### Met1 routing, run 1

The bar under the picture is 50 µm long. Supply wires on this layer in grey.
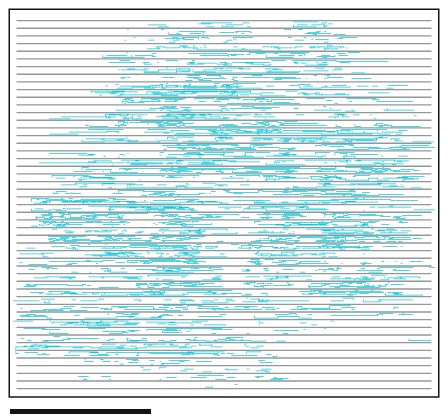
### Metal 2, run 1

Cells faint in the background.
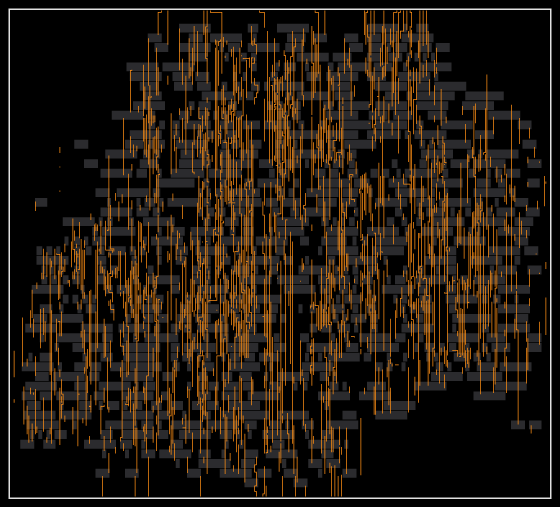
### M3 wires, run 1

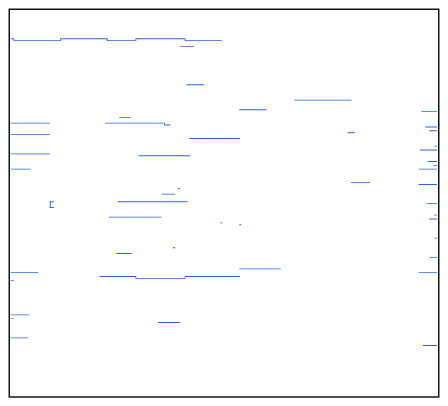
`config.mk`:
```
export PLATFORM = sky130hd
export DESIGN_NAME = vid_param_cap
export DESIGN_NICKNAME = d
export VERILOG_FILES = /design/src/rtl/vid_param_cap.sv
export SDC_FILE = /design/constraint.sdc
export NUM_CORES = 1
export LEC_CHECK = 0
export CAP_MARGIN = 20
export CELL_PAD_IN_SITES_DETAIL_PLACEMENT = 1
export CELL_PAD_IN_SITES_GLOBAL_PLACEMENT = 2
export CORE_ASPECT_RATIO = 0.9
export CORE_MARGIN = 2
export CORE_UTILIZATION = 34
export DETAILED_ROUTE_END_ITERATION = 16
export GPL_TIMING_DRIVEN = 0
export HOLD_SLACK_MARGIN = 0.05
export PLACE_DENSITY = 0.81
export SETUP_SLACK_MARGIN = 0.1
export SLEW_MARGIN = 5
export SYNTH_ARGS = -nofsm -noshare
export SYNTH_HDL_FRONTEND = slang
export SYNTH_SLANG_ARGS = --single-unit
export TNS_END_PERCENT = 5
```
`constraint.sdc`:
```
create_clock -name I_CLK -period 2.2 [get_ports I_CLK]
set_clock_uncertainty 0.05 [all_clocks]
set_input_delay 0.44 -clock I_CLK [delete_from_list [all_inputs] [get_ports I_CLK]]
set_output_delay 0.44 -clock I_CLK [all_outputs]
set_load 0.1 [all_outputs]
```
`src/rtl/vid_param_cap.sv`:
```
// Video timing parameter capture: measures active width, active line count and
// total line length each frame, commits them on vsync when the frame is consistent.
module vid_param_cap #(
  parameter int PARAM_WIDTH = 16
) (
  input  logic                   I_CLK,
  input  logic                   I_RSTN,
  input  logic                   i_vsync_sync,
  input  logic                   i_hsync_sync,
  input  logic                   i_den_sync,
  input  logic                   i_weight_wr_mode,
  input  logic                   i_mirror_mode,
  input  logic                   i_blur_mode,
  output logic                   o_weight_wr_mode_cap,
  output logic                   o_mirror_mode_cap,
  output logic                   o_blur_mode_cap,
  output logic [PARAM_WIDTH-1:0] o_hact_cap,
  output logic [PARAM_WIDTH-1:0] o_vact_cap,
  output logic [PARAM_WIDTH-1:0] o_htotal,
  output logic                   o_param_valid,
  output logic                   o_fmt_err
);

  localparam logic [PARAM_WIDTH-1:0] CNT_ZERO = {PARAM_WIDTH{1'b0}};
  localparam logic [PARAM_WIDTH-1:0] CNT_ONE  = {{(PARAM_WIDTH-1){1'b0}}, 1'b1};
  localparam logic [PARAM_WIDTH-1:0] CNT_MAX  = {PARAM_WIDTH{1'b1}};

  typedef enum logic [1:0] {
    WAIT_VS = 2'd0,
    MEASURE = 2'd1,
    LOCKED  = 2'd2
  } state_t;

  function automatic logic [PARAM_WIDTH-1:0] sat_inc(input logic [PARAM_WIDTH-1:0] val);
    if (val == CNT_MAX) begin
      sat_inc = CNT_MAX;
    end else begin
      sat_inc = val + CNT_ONE;
    end
  endfunction

  state_t                 state_r;
  logic                   vsync_dly_r;
  logic                   hsync_dly_r;
  logic                   den_dly_r;
  logic [PARAM_WIDTH-1:0] hcnt_r;
  logic [PARAM_WIDTH-1:0] lcnt_r;
  logic [PARAM_WIDTH-1:0] tcnt_r;
  logic [PARAM_WIDTH-1:0] ref_hact_r;
  logic [PARAM_WIDTH-1:0] meas_htotal_r;
  logic                   have_ref_r;
  logic                   mismatch_r;
  logic                   skip_line_r;

  logic                   vs_edge_s;
  logic                   hs_edge_s;
  logic                   den_rise_s;
  logic                   den_fall_s;
  logic                   line_done_s;
  logic                   eff_have_ref_s;
  logic [PARAM_WIDTH-1:0] eff_ref_hact_s;
  logic [PARAM_WIDTH-1:0] eff_htotal_s;
  logic                   eff_mismatch_s;
  logic                   sat_hit_s;
  logic                   commit_ok_s;

  assign vs_edge_s  = i_vsync_sync & ~vsync_dly_r;
  assign hs_edge_s  = i_hsync_sync & ~hsync_dly_r;
  assign den_rise_s = i_den_sync & ~den_dly_r;
  assign den_fall_s = ~i_den_sync & den_dly_r;

  // Measurement state including this cycle's line end / hsync, so a commit on
  // vsync sees a line or hsync that lands on the same edge.
  always_comb begin
    eff_have_ref_s = have_ref_r;
    eff_ref_hact_s = ref_hact_r;
    eff_mismatch_s = mismatch_r;
    line_done_s    = den_fall_s & ~skip_line_r;
    if (line_done_s && have_ref_r) begin
      if (hcnt_r != ref_hact_r) begin
        eff_mismatch_s = 1'b1;
      end else begin
        eff_mismatch_s = mismatch_r;
      end
    end else if (line_done_s) begin
      eff_have_ref_s = 1'b1;
      eff_ref_hact_s = hcnt_r;
    end else begin
      eff_have_ref_s = have_ref_r;
    end
    if (hs_edge_s) begin
      eff_htotal_s = sat_inc(tcnt_r);
    end else begin
      eff_htotal_s = meas_htotal_r;
    end
  end

  assign sat_hit_s = (i_den_sync & ~skip_line_r & (hcnt_r == CNT_MAX)) |
                     (den_rise_s & (lcnt_r == CNT_MAX)) |
                     (tcnt_r == CNT_MAX);

  // A frame whose only line never finished has no reference width and is rejected.
  assign commit_ok_s = (lcnt_r != CNT_ZERO) & eff_have_ref_s & ~eff_mismatch_s &
                       ~(hs_edge_s & (tcnt_r == CNT_MAX));

  // Edge-detect delays and per-frame measurement counters.
  always_ff @(posedge I_CLK or negedge I_RSTN) begin
    if (!I_RSTN) begin
      vsync_dly_r   <= 1'b0;
      hsync_dly_r   <= 1'b0;
      den_dly_r     <= 1'b0;
      hcnt_r        <= CNT_ZERO;
      lcnt_r        <= CNT_ZERO;
      tcnt_r        <= CNT_ZERO;
      ref_hact_r    <= CNT_ZERO;
      meas_htotal_r <= CNT_ZERO;
      have_ref_r    <= 1'b0;
      mismatch_r    <= 1'b0;
      skip_line_r   <= 1'b0;
    end else begin
      vsync_dly_r <= i_vsync_sync;
      hsync_dly_r <= i_hsync_sync;
      den_dly_r   <= i_den_sync;
      if (vs_edge_s) begin
        // A line already active at frame start is partial and gets ignored.
        if (den_rise_s) begin
          hcnt_r <= CNT_ONE;
          lcnt_r <= CNT_ONE;
        end else begin
          hcnt_r <= CNT_ZERO;
          lcnt_r <= CNT_ZERO;
        end
        skip_line_r   <= i_den_sync & den_dly_r;
        tcnt_r        <= CNT_ZERO;
        meas_htotal_r <= CNT_ZERO;
        ref_hact_r    <= CNT_ZERO;
        have_ref_r    <= 1'b0;
        mismatch_r    <= 1'b0;
      end else begin
        if (den_fall_s) begin
          hcnt_r      <= CNT_ZERO;
          skip_line_r <= 1'b0;
        end else if (i_den_sync) begin
          hcnt_r <= sat_inc(hcnt_r);
        end else begin
          hcnt_r <= hcnt_r;
        end
        if (den_rise_s) begin
          lcnt_r <= sat_inc(lcnt_r);
        end else begin
          lcnt_r <= lcnt_r;
        end
        if (hs_edge_s) begin
          tcnt_r <= CNT_ZERO;
        end else begin
          tcnt_r <= sat_inc(tcnt_r);
        end
        meas_htotal_r <= eff_htotal_s;
        ref_hact_r    <= eff_ref_hact_s;
        have_ref_r    <= eff_have_ref_s;
        mismatch_r    <= eff_mismatch_s | sat_hit_s;
      end
    end
  end

  // Frame FSM with registered parameter, mode and error outputs.
  always_ff @(posedge I_CLK or negedge I_RSTN) begin
    if (!I_RSTN) begin
      state_r              <= WAIT_VS;
      o_weight_wr_mode_cap <= 1'b0;
      o_mirror_mode_cap    <= 1'b0;
      o_blur_mode_cap      <= 1'b0;
      o_hact_cap           <= CNT_ZERO;
      o_vact_cap           <= CNT_ZERO;
      o_htotal             <= CNT_ZERO;
      o_param_valid        <= 1'b0;
      o_fmt_err            <= 1'b0;
    end else begin
      o_fmt_err <= 1'b0;
      if (vs_edge_s) begin
        o_weight_wr_mode_cap <= i_weight_wr_mode;
        o_mirror_mode_cap    <= i_mirror_mode;
        o_blur_mode_cap      <= i_blur_mode;
      end
      case (state_r)
        WAIT_VS: begin
          if (vs_edge_s) begin
            state_r <= MEASURE;
          end else begin
            state_r <= WAIT_VS;
          end
        end
        MEASURE, LOCKED: begin
          if (vs_edge_s) begin
            if (commit_ok_s) begin
              o_hact_cap    <= eff_ref_hact_s;
              o_vact_cap    <= lcnt_r;
              o_htotal      <= eff_htotal_s;
              o_param_valid <= 1'b1;
              state_r       <= LOCKED;
            end else begin
              o_param_valid <= 1'b0;
              o_fmt_err     <= 1'b1;
              state_r       <= MEASURE;
            end
          end
        end
        default: begin
          state_r <= WAIT_VS;
        end
      endcase
    end
  end

endmodule
```
==> flow_summary.toml, run 1 <==
# yosys + openroad results
[grt]
grt_usage_pct = 18.14
grt_pass1_wl_mm = 30.02

[cells_and_area]
buffer_area_share_pct = 12.71
comb_cells = 430
final_cells = 999
comb_share_pct = 34.61
clock_area_share_pct = 7.573
mi_logic_area_mm2 = 0.003053
seq_share_pct = 40.16
drive_gt1_share_pct = 27.37

[timing]
setup_viol = 47
tightest_slew_ns = 0.9582
clock.fmax_mhz = 421.2
hold_viol = 0
fin_ws_ns = -0.1741

[placement]
place.gp.congestion = 0.8198
port_buffers = 60
dp.final_hpwl_mm = 11.96
place_inst = 949

[floorplan]
die-height_um = 137.0
core-area_mm2 = 0.01922
num_rows = 48

[power_and_ir_drop]
powerComb_mw = 3.16
netSwitchingFraction_pct = 40.69
top_power_group = "the clock network"

[status]
violations = "negative setup slack"
outcome = "finished, violations left"

[logic_synthesis]
yosysWarnings = 0
synth.top_cells.by_count = "141 x dfrtp_1, 69 x nor2_1, 60 x nand2_1, 43 x o21ai_0, 41 x mux2i_1"
synthDistinctLibCells = 47
ys_seq_share_pct = 52.78
ys_async_sr_fraction_pct = 100.0
ff_type = "dfrtp_1"

[cts]
postCtsSetupRepairBufs = 8
clkTransAtPathRegs_ns = 0.06
cts_tree = "done"

[worst_setup_path]
reg2reg_to = "o_htotal[5]"
path_buffers = 1

[detailed_routing]
routedWlPerCell_um = 18.22
route.detailed.drc = 0
Back to the opening pictures, 'Met1 routing':
The layer holds 47% of the routed length. The layer carries 8,500 µm of wire.
routed vias: 5,119
GR Layer Usage met1: 23.64%
total wire length: 18.20 mm

Back to the opening pictures, 'Metal 2':
The layer holds 50% of the routed length. The wires run mostly vertical. The longest straight run is 56.8 µm. The layer carries 9,030 µm of wire. 684 nets have wire on it.

Back to the opening pictures, 'M3 wires':
37 nets have wire on it. The wires run mostly horizontal. The longest straight run is 24.4 µm. The layer holds 2.5% of the routed length. The layer carries 447 µm of wire.

-- run 1: state kept, by name (all words and copies together) (netlist names), 2 cells and up --
name / cells
o_vact_cap: 16
state_r: 2
ref_hact_r: 16
lcnt_r: 16
o_hact_cap: 16
hcnt_r: 16
tcnt_r: 16
o_htotal: 16
meas_htotal_r: 16
-- run 1: routing by layer --
layer | vias to the layer above | part of all wire, % | routed length, µm | GRT usage [%]
met2 | 61 | 50 | 9033 | 30.58
met3 | 13 | 2.5 | 446 | 3.863
met5 | - | 0 | 0 | 0
li1 | 2391 | - | - | -
met1 | 2654 | 47 | 8497 | 23.64
met4 | 0 | 1.2 | 219 | 5.556
-- run 1: metrics by stage --
step	TNS, ns	setup WS (ns)	cell area [µm²]
6_report	-5.513	-0.1741	8822
5_1_grt	-9.203	-0.2394	8822
4_1_cts	-9.546	-0.2325	8588
3_5_place_dp	-46.02	-0.8466	7641
3_3_place_gp	-764.63	-5.143	7612
2_1_floorplan	0	0.09116	6699
-- run 1: placed cells by master (no fill, tap or decap), types with 18 or more instances in the layout --
cell type and count:
dfrtp_1 129, nor2_1 67, nand2_1 60, clkdlybuf4s15_2 52, mux2i_1 40, inv_1 33
mux2_4 29, o21ai_0 26, and2_1 20, nand3_1 19, a21oi_1 19, buf_4 18
clkbuf_16 18
-- run 1: logic make-up (layout without fill, tap and decap cells) --
family	count (synthesis)	count (layout)	synth area share, %
fa+ha+maj	6	6	1.123
simple gates	229	229	17.01
xor+xnor	23	23	3.013
mux	70	70	12.65
flops	141	141	52.78
compound gates	102	102	8.965
buf+inv	67	178	4.454
### Routing congestion map, run 1

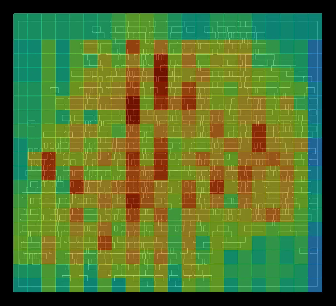

==> inputs of run 2 (changes only) <==
--- a/config.mk
+++ b/config.mk
@@ -5,16 +5,17 @@
 export SDC_FILE = /design/constraint.sdc
 export NUM_CORES = 1
 export LEC_CHECK = 0
+export ABC_AREA = 1
 export CAP_MARGIN = 20
 export CELL_PAD_IN_SITES_DETAIL_PLACEMENT = 1
 export CELL_PAD_IN_SITES_GLOBAL_PLACEMENT = 2
 export CORE_ASPECT_RATIO = 0.9
 export CORE_MARGIN = 2
-export CORE_UTILIZATION = 34
+export CORE_UTILIZATION = 30
 export DETAILED_ROUTE_END_ITERATION = 16
 export GPL_TIMING_DRIVEN = 0
 export HOLD_SLACK_MARGIN = 0.05
-export PLACE_DENSITY = 0.81
+export PLACE_DENSITY = 0.8
 export SETUP_SLACK_MARGIN = 0.1
 export SLEW_MARGIN = 5
 export SYNTH_ARGS = -nofsm -noshare
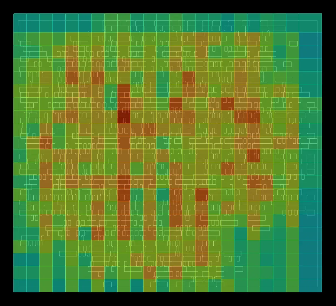
*Routing congestion map, run 2*
GR Util met2: 27.21%
GR Layer Usage met1: 24.69%

==> flow_summary.toml, run 2 <==
# yosys + openroad results
[status]
outcome = "complete, no violations"

[placement]
place.gp.congestion = 0.7626
port_buffers = 60
dp.final_hpwl_mm = 13.56
place_inst = 1272

[timing]
setup_viol = 0

[logic_synthesis]
synth.top_cells.by_count = "336 x nand2_1, 141 x dfrtp_1, 112 x inv_1, 92 x nor2_1, 82 x o21ai_0"
ff_type = "dfrtp_1"
yosysWarnings = 0
synthDistinctLibCells = 26

[power_and_ir_drop]
powerComb_mw = 2.55
netSwitchingFraction_pct = 38.66

[detailed_routing]
route.detailed.drc = 0
routedWlPerCell_um = 14.84

[cells_and_area]
final_cell_mix = "334 x nand2_1, 134 x dfrtp_1, 110 x inv_1, 81 x nor2_1, 79 x o21ai_0"
mi_logic_area_mm2 = 0.002869
buffer_area_share_pct = 10.88
final_area_mm2 = 0.008845
drive_gt1_share_pct = 16.17
clock_area_share_pct = 7.328

[cts]
clkTransAtPathRegs_ns = 0.06
cts_tree = "done"

[worst_setup_path]
reg2reg_to = "o_vact_cap[12]"

[grt]
grt_usage_pct = 17.35
grt_pass1_wl_mm = 32.83

[floorplan]
die-height_um = 147.9
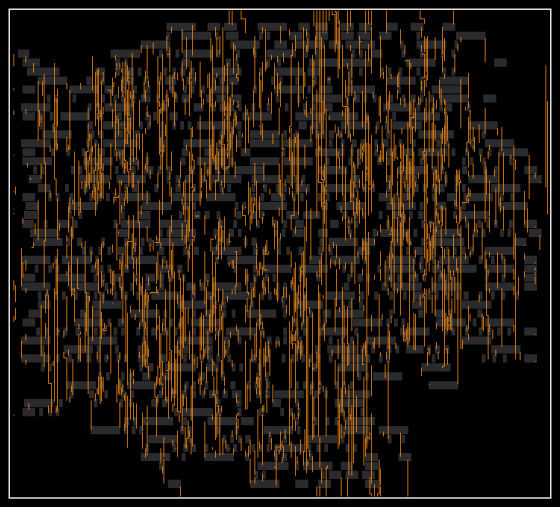
*Metal 2, run 2*
Cells faint in the background.
The wires run mostly vertical. The layer holds 46% of the routed length. The layer carries 8,930 µm of wire. The longest straight run is 63.6 µm.
routed vias: 5,897
total wire length: 19.45 mm

run 2: cell types whose count changed in the layout (fill, tap and decap cells not counted), moves of 7 or more:
cell,previous run,this run
nand2_1,60,334
inv_1,33,110
o21ai_0,26,79
mux2i_1,40,0
mux2_4,29,0
and2_1,20,0
nor2_1,67,81
a31oi_1,14,1
o21ai_1,15,4
inv_2,0,10
buf_4,18,9
nand3_1,19,28
nor2_2,1,8
run 2: metal layers:
| layer | global-route usage (%) | share of wire, % |
|---|---|---|
| met1 | 24.69 | 51 |
| met5 | 0 | 0 |
| met3 | 2.974 | 2.1 |
| met4 | 4.868 | 0.95 |
| met2 | 27.21 | 46 |
run 2: stage by stage:
stage | setup slack [ns] | hold WS [ns]
final | 0.1475 | 0.4202
after global routing | 0.01943 | 0.4246
after CTS | 0.1003 | 0.4065
after detailed placement | -0.7319 | 0.3812
after global placement | -5.480 | 0.4038
after floorplan | 0.3749 | 0.09441
run 2: worst reg2reg max path, delay by kind of cell (launching register included):
family	cells	cell delay, ns
AND-OR/OR-AND	1	0.12
AND/OR/NAND/NOR	8	0.80
flip-flops	1	0.42
buffers and inverters	3	0.42
adder cells (fa/ha/maj)	1	0.18
run 2: timing repair:
action / in CTS / in global routing
pin swaps: 0 / 8
endpoints found under the setup margin: 154 / 101
hold endpoints to repair: 66 / 0
setup buffers: 0 / 6
hold buffers: 1 / 0
resized: 176 / 54
run 2: cells by family after synthesis:
family                   count (synthesis)  share of synthesized area (%)
AND-OR/OR-AND                          103                          7.523
XOR/XNOR                                25                          3.173
adder cells (fa/ha/maj)                  6                          1.088
buffers and inverters                  150                          8.829
flip-flops                             141                          51.12
AND/OR/NAND/NOR                        489                          28.26
